==> images/m1.png <==
Supply wires on this layer in grey.
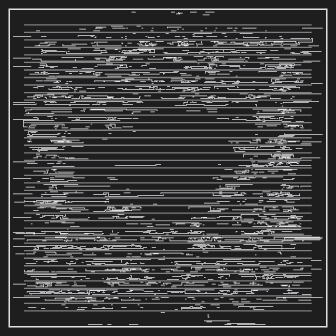
==> images/m2.png <==
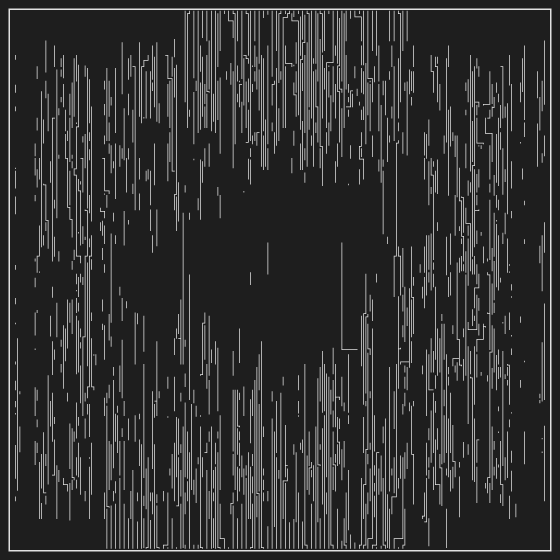
==> images/m3.png <==
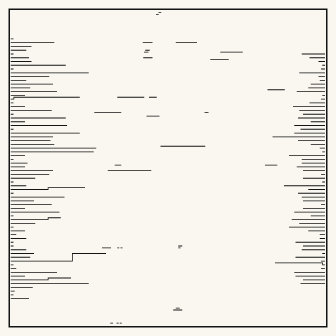
==> images/m4.png <==
The bar under the picture is 20 um long. Supply wires on this layer in grey.
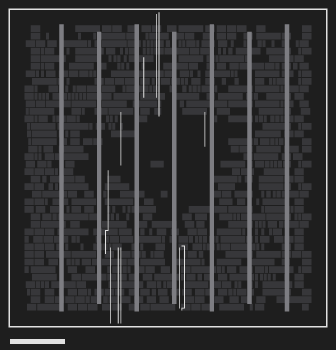
==> images/clock_nets.png <==
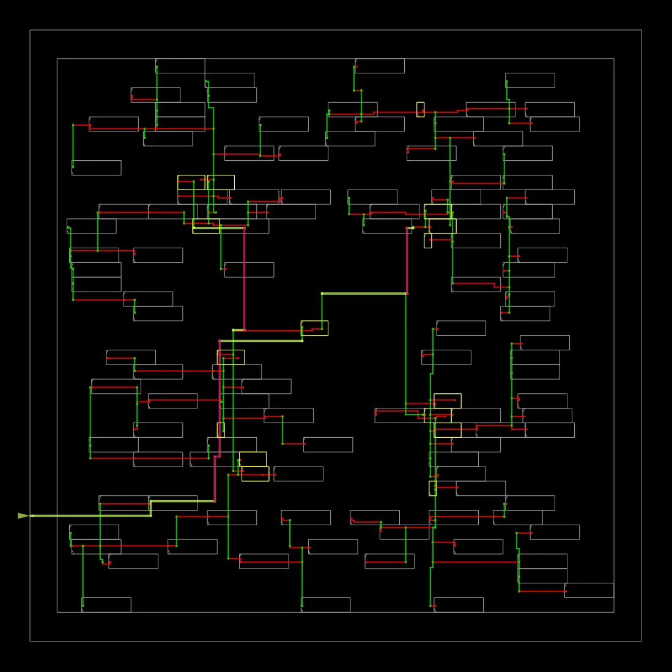
`config.mk`:
```
export PLATFORM = sky130hd
export DESIGN_NAME = alu_issue_unit
export DESIGN_NICKNAME = d
export VERILOG_FILES = /design/src/rtl/alu_issue_pkg.sv /design/src/rtl/alu_op_decode.sv /design/src/rtl/alu_issue_unit.sv
export SDC_FILE = /design/constraint.sdc
export NUM_CORES = 1
export LEC_CHECK = 0
export CAP_MARGIN = 20
export CORE_MARGIN = 5
export CORE_UTILIZATION = 42
export DETAILED_ROUTE_END_ITERATION = 12
export GPL_ROUTABILITY_DRIVEN = 0
export PLACE_DENSITY = 0.9
export SKIP_CTS_REPAIR_TIMING = 1
export SLEW_MARGIN = 25
export SYNTH_ARGS = -nofsm -noshare
export SYNTH_HDL_FRONTEND = slang
export SYNTH_SLANG_ARGS = --single-unit
```
`constraint.sdc`:
```
create_clock -name clk -period 4.1 [get_ports clk]
set_input_delay 0.41 -clock clk [delete_from_list [all_inputs] [get_ports clk]]
set_output_delay 0.41 -clock clk [all_outputs]
set_load 0.03 [all_outputs]
```
`src/rtl/alu_issue_pkg.sv`:
```
// Purpose: shared constants and types for the ALU issue unit.
//   - ALU opcode encodings, funct3 values, FSM state encoding.
//   - decode_t: payload produced by the funct3/funct7 decoder.
package alu_issue_pkg;

  localparam int unsigned OPCODE_W = 3;
  localparam int unsigned FUNCT3_W = 3;
  localparam int unsigned STATE_W  = 2;
  localparam int unsigned STAT_W   = 32;
  localparam int unsigned SHAMT_W  = 5;

  // ALU opcodes
  localparam logic [OPCODE_W-1:0] ALU_ADD  = 3'b000;
  localparam logic [OPCODE_W-1:0] ALU_SUB  = 3'b001;
  localparam logic [OPCODE_W-1:0] ALU_OR   = 3'b010;
  localparam logic [OPCODE_W-1:0] ALU_AND  = 3'b011;
  localparam logic [OPCODE_W-1:0] ALU_SLL  = 3'b100;
  localparam logic [OPCODE_W-1:0] ALU_SRL  = 3'b101;
  localparam logic [OPCODE_W-1:0] ALU_XOR  = 3'b110;
  localparam logic [OPCODE_W-1:0] ALU_SLTU = 3'b111;

  // RISC-V funct3 values for integer ops
  localparam logic [FUNCT3_W-1:0] F3_ADD  = 3'b000;
  localparam logic [FUNCT3_W-1:0] F3_SLL  = 3'b001;
  localparam logic [FUNCT3_W-1:0] F3_SLT  = 3'b010;
  localparam logic [FUNCT3_W-1:0] F3_SLTU = 3'b011;
  localparam logic [FUNCT3_W-1:0] F3_XOR  = 3'b100;
  localparam logic [FUNCT3_W-1:0] F3_SRL  = 3'b101;
  localparam logic [FUNCT3_W-1:0] F3_OR   = 3'b110;
  localparam logic [FUNCT3_W-1:0] F3_AND  = 3'b111;

  // FSM states
  localparam logic [STATE_W-1:0] ST_IDLE = 2'd0;
  localparam logic [STATE_W-1:0] ST_EXEC = 2'd1;
  localparam logic [STATE_W-1:0] ST_DONE = 2'd2;

  typedef struct packed {
    logic [OPCODE_W-1:0] opcode;
    logic                illegal;
    logic                is_shift;
  } decode_t;

endpackage

```
`src/rtl/alu_op_decode.sv`:
```
// Purpose: combinational funct3/funct7_5/is_imm -> ALU opcode decoder.
// Ports:
//   funct3, funct7_5, is_imm : decoded instruction fields
//   dec_c                    : {opcode, illegal, is_shift}
module alu_op_decode
  import alu_issue_pkg::*;
(
  input  logic [FUNCT3_W-1:0] funct3,
  input  logic                funct7_5,
  input  logic                is_imm,
  output decode_t             dec_c
);

  always_comb begin
    dec_c.opcode   = ALU_ADD;
    dec_c.illegal  = 1'b0;
    dec_c.is_shift = 1'b0;
    case (funct3)
      // ADDI ignores funct7_5 because that bit is immediate payload
      F3_ADD:  dec_c.opcode = (!is_imm && funct7_5) ? ALU_SUB : ALU_ADD;
      F3_SLL: begin
        dec_c.opcode   = ALU_SLL;
        dec_c.is_shift = 1'b1;
      end
      F3_SRL: begin
        dec_c.opcode   = ALU_SRL;
        dec_c.is_shift = 1'b1;
        // arithmetic shifts are not supported by this ALU
        dec_c.illegal  = funct7_5;
      end
      F3_XOR:  dec_c.opcode = ALU_XOR;
      F3_OR:   dec_c.opcode = ALU_OR;
      F3_AND:  dec_c.opcode = ALU_AND;
      F3_SLTU: dec_c.opcode = ALU_SLTU;
      // signed compare is not supported by this ALU
      F3_SLT:  dec_c.illegal = 1'b1;
      default: dec_c.illegal = 1'b1;
    endcase
  end

endmodule

```
`src/rtl/alu_issue_unit.sv`:
```
// Purpose: issues decoded R/I-type integer instructions to a combinational
//   3-bit-opcode ALU and holds the result for writeback.
// Ports:
//   clk, rst_n                       : clock, async active-low reset
//   in_valid/in_ready + in_*         : instruction input handshake
//   alu_opcode, alu_a, alu_b         : registered ALU operands
//   alu_result, alu_zero             : ALU outputs
//   out_valid/out_ready + out_*      : writeback handshake
// Optional: define ALU_ISSUE_STATS_EN to add stat_issued/stat_illegal counters.
module alu_issue_unit
  import alu_issue_pkg::*;
#(
  parameter int unsigned XLEN       = 32,
  parameter int unsigned REG_ADDR_W = 5
)
(
  input  logic                  clk,
  input  logic                  rst_n,
  input  logic                  in_valid,
  output logic                  in_ready,
  input  logic [FUNCT3_W-1:0]   in_funct3,
  input  logic                  in_funct7_5,
  input  logic                  in_is_imm,
  input  logic [REG_ADDR_W-1:0] in_rd,
  input  logic [XLEN-1:0]       in_rs1_data,
  input  logic [XLEN-1:0]       in_rs2_data,
  input  logic [XLEN-1:0]       in_imm,
  output logic [OPCODE_W-1:0]   alu_opcode,
  output logic [XLEN-1:0]       alu_a,
  output logic [XLEN-1:0]       alu_b,
  input  logic [XLEN-1:0]       alu_result,
  input  logic                  alu_zero,
  output logic                  out_valid,
  input  logic                  out_ready,
  output logic [REG_ADDR_W-1:0] out_rd,
  output logic [XLEN-1:0]       out_result,
  output logic                  out_zero,
  output logic                  out_illegal
`ifdef ALU_ISSUE_STATS_EN
  ,
  output logic [STAT_W-1:0]     stat_issued,
  output logic [STAT_W-1:0]     stat_illegal
`endif
);

  logic [STATE_W-1:0]    state, state_d;
  decode_t               dec;
  logic [XLEN-1:0]       b_sel, b_eff;
  logic [OPCODE_W-1:0]   opcode_d;
  logic [XLEN-1:0]       a_d, b_d, result_d;
  logic [REG_ADDR_W-1:0] rd_d;
  logic                  zero_d, illegal_d;

  alu_op_decode u_decode (
    .funct3   (in_funct3),
    .funct7_5 (in_funct7_5),
    .is_imm   (in_is_imm),
    .dec_c    (dec)
  );

  // Shift amounts are truncated here so the ALU never sees >= XLEN
  assign b_sel = in_is_imm ? in_imm : in_rs2_data;
  assign b_eff = dec.is_shift ? XLEN'(b_sel[SHAMT_W-1:0]) : b_sel;

  // Next-state and next output-register values
  always_comb begin
    state_d   = state;
    opcode_d  = alu_opcode;
    a_d       = alu_a;
    b_d       = alu_b;
    rd_d      = out_rd;
    result_d  = out_result;
    zero_d    = out_zero;
    illegal_d = out_illegal;
    case (state)
      ST_IDLE: begin
        if (in_valid) begin
          opcode_d = dec.opcode;
          a_d      = in_rs1_data;
          b_d      = b_eff;
          rd_d     = in_rd;
          if (dec.illegal) begin
            // no ALU pass needed: report a zero result straight away
            state_d   = ST_DONE;
            illegal_d = 1'b1;
            result_d  = '0;
            zero_d    = 1'b0;
          end else begin
            state_d = ST_EXEC;
          end
        end
      end
      ST_EXEC: begin
        result_d  = alu_result;
        zero_d    = alu_zero;
        illegal_d = 1'b0;
        state_d   = ST_DONE;
      end
      ST_DONE: begin
        if (out_ready) begin
          state_d = ST_IDLE;
        end
      end
      default: state_d = ST_IDLE;
    endcase
  end

  // State and output registers; handshake flags follow the next state
  always_ff @(posedge clk or negedge rst_n) begin
    if (!rst_n) begin
      state       <= ST_IDLE;
      in_ready    <= 1'b1;
      out_valid   <= 1'b0;
      alu_opcode  <= '0;
      alu_a       <= '0;
      alu_b       <= '0;
      out_rd      <= '0;
      out_result  <= '0;
      out_zero    <= 1'b0;
      out_illegal <= 1'b0;
    end else begin
      state       <= state_d;
      in_ready    <= (state_d == ST_IDLE);
      out_valid   <= (state_d == ST_DONE);
      alu_opcode  <= opcode_d;
      alu_a       <= a_d;
      alu_b       <= b_d;
      out_rd      <= rd_d;
      out_result  <= result_d;
      out_zero    <= zero_d;
      out_illegal <= illegal_d;
    end
  end

`ifdef ALU_ISSUE_STATS_EN
  // Accept/illegal counters, wrapping naturally
  always_ff @(posedge clk or negedge rst_n) begin
    if (!rst_n) begin
      stat_issued  <= '0;
      stat_illegal <= '0;
    end else if ((state == ST_IDLE) && in_valid) begin
      stat_issued <= stat_issued + STAT_W'(1);
      if (dec.illegal) begin
        stat_illegal <= stat_illegal + STAT_W'(1);
      end
    end
  end
`endif

endmodule

```
==> results.sh <==
# implementation run metrics
export IMPL_n_fill_cell=820
export IMPL_fin_ws_ps=2160
export IMPL_muxShareOfSynthArea=0.0725
export IMPL_final_core_util=0.681
export IMPL_rrSetupSlack_ps=2340
export IMPL_cpLargestDelayFamily="buffers and inverters"
export IMPL_fa_ha_area_frac=0
export IMPL_wl_per_cell_um=16.3
export IMPL_fmax_mhz=515
export IMPL_clockBufferDepth=2
export IMPL_setup_viol=0
export IMPL_routed_wl_met3_um=1250
export IMPL_buf_share=0.350
export IMPL_fin_crit_sh=0.474
export IMPL_tritoncts="built"
export IMPL_clk_insertion_delay_late_ps=350
export IMPL_top_power_group="combinational cells"
export IMPL_comb_area_frac=0.224
export IMPL_worst_r2r_cell_count=4
export IMPL_comb_power_uw=3000
export IMPL_ys_cells=475
export IMPL_outcome="finished, final reports clean"
export IMPL_crit_path_max_fanout=1
export IMPL_clkTransAtPathRegs_ps=100
export IMPL_dp_hpwl_um=10800
export IMPL_final_cell_mix="248 x clkdlybuf4s50_1, 213 x nand2_1, 109 x dfrtp_1, 68 x o21ai_0, 33 x mux2i_1"
export IMPL_fin_crit_ps=1940
export IMPL_antenna_found_initial=0
export IMPL_reg_top3="alu_a: 32 flops, alu_b: 32 flops, out_result: 32 flops"
export IMPL_seq_power_share=0.345
export IMPL_place_port_buffers=250
export IMPL_flops=110
export IMPL_comb_area_mm2=0.00164
export IMPL_root_buffer="clkbuf_8"
export IMPL_seq_area_mm2=0.00275
export IMPL_p_int_uw=3070
export IMPL_powerSeq_uw=1890
export IMPL_chipArea_mm2=0.0130
export IMPL_xor_share=0
export IMPL_final_antenna_net_count=0
export IMPL_slew_headroom=0.365
export IMPL_dieHeight_um=114
export IMPL_cp_required_ps=3690
export IMPL_share_comb_of_total_power=0.546
export IMPL_drt_iter0_markers=241
export IMPL_crit_chain="clkdlybuf4s50_1"
export IMPL_final_setup_tns_ps=0
export IMPL_wl_met2_um=7280
export IMPL_drc=0
export IMPL_dominant_cells="registers"
export IMPL_buffers_excl_clock=256
export IMPL_powerDensity_mw_per_mm2=750
export IMPL_dp_cells=839
export IMPL_nNetsFinal=855
export IMPL_post_drt_via_cell_ratio=4.86
export IMPL_post_place_ws_ps=1850
export IMPL_critPathMaxStageDelay_ps=660
export IMPL_core_area_mm2=0.0107
export IMPL_top_cells_by_area="dfrtp_1 60%, nand2_1 18%, o21ai_0 7.5%"
export IMPL_worstMarginPinSlew_ps=952
export IMPL_holdWs_ps=463
export IMPL_num_rows=38
export IMPL_openroad_warnings=26
export IMPL_grt_overflow=0
export IMPL_area_growth_syn_to_layout_pct=60.6
export IMPL_grt_pass1_wl_um=21600
Notes on m1.png above:
The layer holds 37% of the routed length. The longest straight run is 27.6 um. The layer carries 5140 um of wire. 744 nets have wire on it. The wires run mostly horizontal.

Notes on m2.png above:
722 nets have wire on it. The layer carries 7280 um of wire. The layer holds 52% of the routed length. The longest straight run is 44.4 um. The wires run mostly vertical.
total wire length: 13900 um
via count: 4169
M2 GR Usage: 0.374

Notes on m3.png above:
The longest straight run is 30.6 um. 147 nets have wire on it.

Notes on m4.png above:
The layer carries 272 um of wire. 10 nets have wire on it. The longest straight run is 37.4 um.

Notes on clock_nets.png above:
cts bufs inserted: 9
P_clk: 602 uW
clk_skew: 13.5 ps
Sink Count: 110

==> stage by stage <==
stage          area [um2]  total power, uW
2_1_floorplan        4560             3490
3_5_place_dp         7100             4930
4_1_cts              7280             5530
6_report             7320             5490
3_3_place_gp         7090             4810
5_1_grt              7320             5810
==> final timing paths <==
check                         start       endpoint
min in group clk           alu_a[2]       alu_a[2]
max in group asynchronous     rst_n       alu_a[1]
setup / recovery           in_ready       in_ready
setup reg to reg           state[1]      alu_b[29]
hold / removal                rst_n  out_result[5]
hold reg to reg            alu_a[2]       alu_a[2]
==> metal layers <==
metal / GRT usage / up-vias
li1: - / 2003
met1: 0.234 / 1974
met2: 0.374 / 170
met3: 0.0666 / 22
met4: 0.0697 / 0
met5: 0 / -
Power is estimated from default activity; no workload was simulated.
